Design pc_gen, sky130hd; sources not shown.
### Logic cells by family

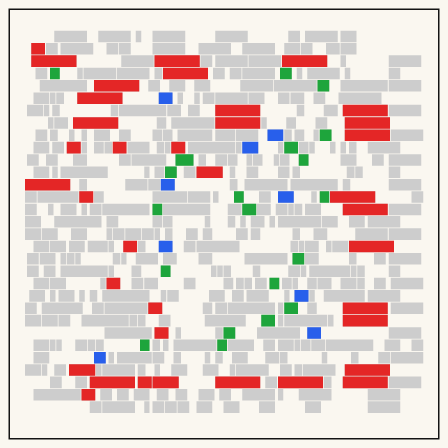
XOR/XNOR gates -> red  # cells 37, where widely spread
AND-OR and OR-AND gates -> blue  # cells 9
AND and OR gates -> green  # cells 20
number of non-filler instances in the completed layout: 537
most frequent logic cell in the layout: sky130_fd_sc_hd__buf_4
fraction of area in multi-input gates: 41.5%

### Met2 routing

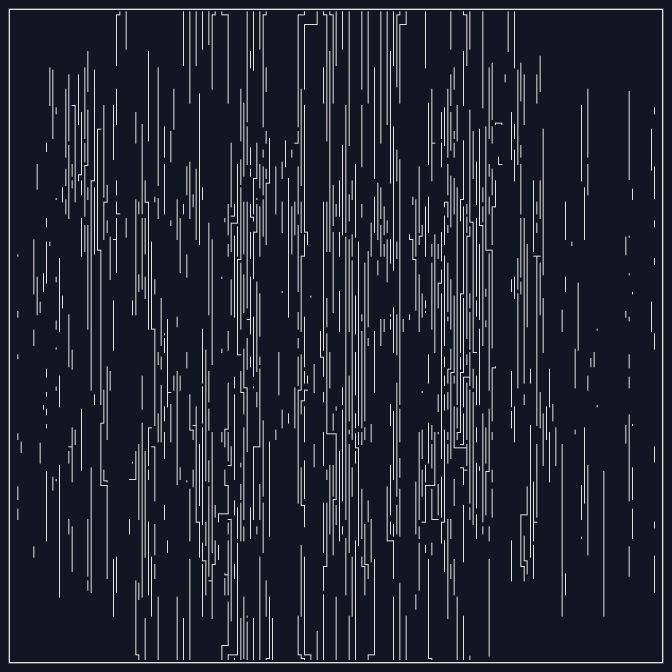
share of all routed wire = 51%
wire length on this layer = 4,770 µm
global routing met2 resource utilization: 37.2%
final wirelength: 9360 µm
detailed-route via count: 2,993

### Routing congestion map

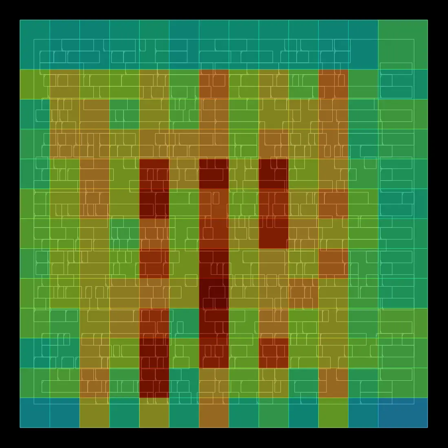
drt wl/cell: 17.4 µm
global-route layer with the greatest usage: met2
GR Layer Usage met1: 26.8%
aggregate global-route resource usage: 21.6%

### Cell density map

The die is cut into 9 by 9 equal tiles; white is low, dark blue is high, 0 to 100% covered.
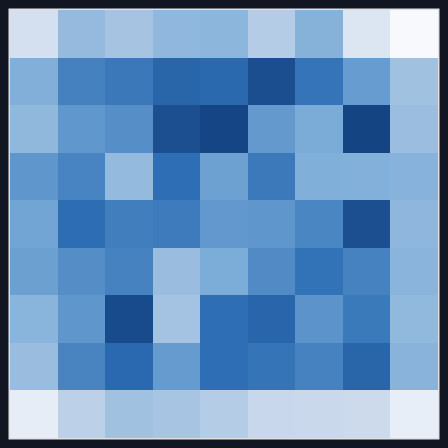
tiles over 75% full = 16%
mean over tiles = 54%
fullest tile = 92%
densest ninth of the die = north
post-route core utilization: 66.8%
Core Area: 7410 µm²
fp util: 37.8%

==> run summary <==
Numbers from the implementation run.

Leaving out the clock tree, the finished layout contains an inverter count of 16. The routed wirelength on the met1 layer is recorded as 3770 µm. The library cell contributing the largest single delay on the critical path is sky130_fd_sc_hd__or4_4. In this run, the synthesized area fraction spent on and/or/nand/nor cells is recorded as 28.0%. The count of flip-flops with a built-in enable after synthesis is 0. The clock tree has to reach 32 sinks.

Looking at the post-CTS report, the setup buffer insertion count equals 0. The max-slew check reports its worst relative slack as 34.8%. The run finished with clean final reports.

The synth_stat.txt file lists the number of cells as 351. For reference, compound AND-OR and OR-AND cells occupy 14.0% of the area reported after synthesis. After global routing the overflow that remains totals 0. The cell sequence reported for the critical path is nand3_1 > or4_4 > nor3_1 > xor2_4 > buf_12. The cell-mix breakdown from Yosys lists the adder-cell area share as 0.447%.

The final standard cell area without fillers is 4950 µm². TritonCTS built the clock tree. Input and output buffers added on the ports amount to 132. The number of DRC violations after detailed-routing iteration 0 is 126. The endpoint class of the critical path is an output port.

The total number of nets in the final design is 541. The setup total negative slack is 0 ns. After synthesis, the share of cell area in mux cells is 1.07%. Hold is met by 0.534 ns. Setup repair after global routing left no endpoint under its margin. In the final layout, clock buffers and inverters account for 1.87% of the cell area.

The chip height is 94.2 µm. The register cell area after layout is 875 µm². Summing every instance area after synthesis gives 2800 µm². The stat command in Yosys gives a chip area of 2800 µm².

The share of layout cells above drive strength 1 is 40.0%. Timing would allow up to 0.292 GHz. Clock-pin slew was measured on the worst setup and hold paths at 0.07 ns.

In this run the deepest clock path goes through 2 buffers. Once placement finished, the instance area stood at 4860 µm². The number of warnings the tools reported is 93. The length in cells of the worst reg-to-reg path is 6. In the layout the commonest cells are sky130_fd_sc_hd__buf_4, sky130_fd_sc_hd__buf_12, sky130_fd_sc_hd__clkdlybuf4s50_1. The final layout report lists a non-clock buffer count of 145. The path category of the worst min-delay check is reg -> reg. The number of vias per cell after detailed routing is 5.57. The count of nets left with antenna violations once routing finished came out at 0. The root buffer cell chosen for the clock tree is sky130_fd_sc_hd__clkbuf_8.

The clock network fraction of design power is 17.9%.
No activity file was given, so power comes from the tool's default toggle rates.
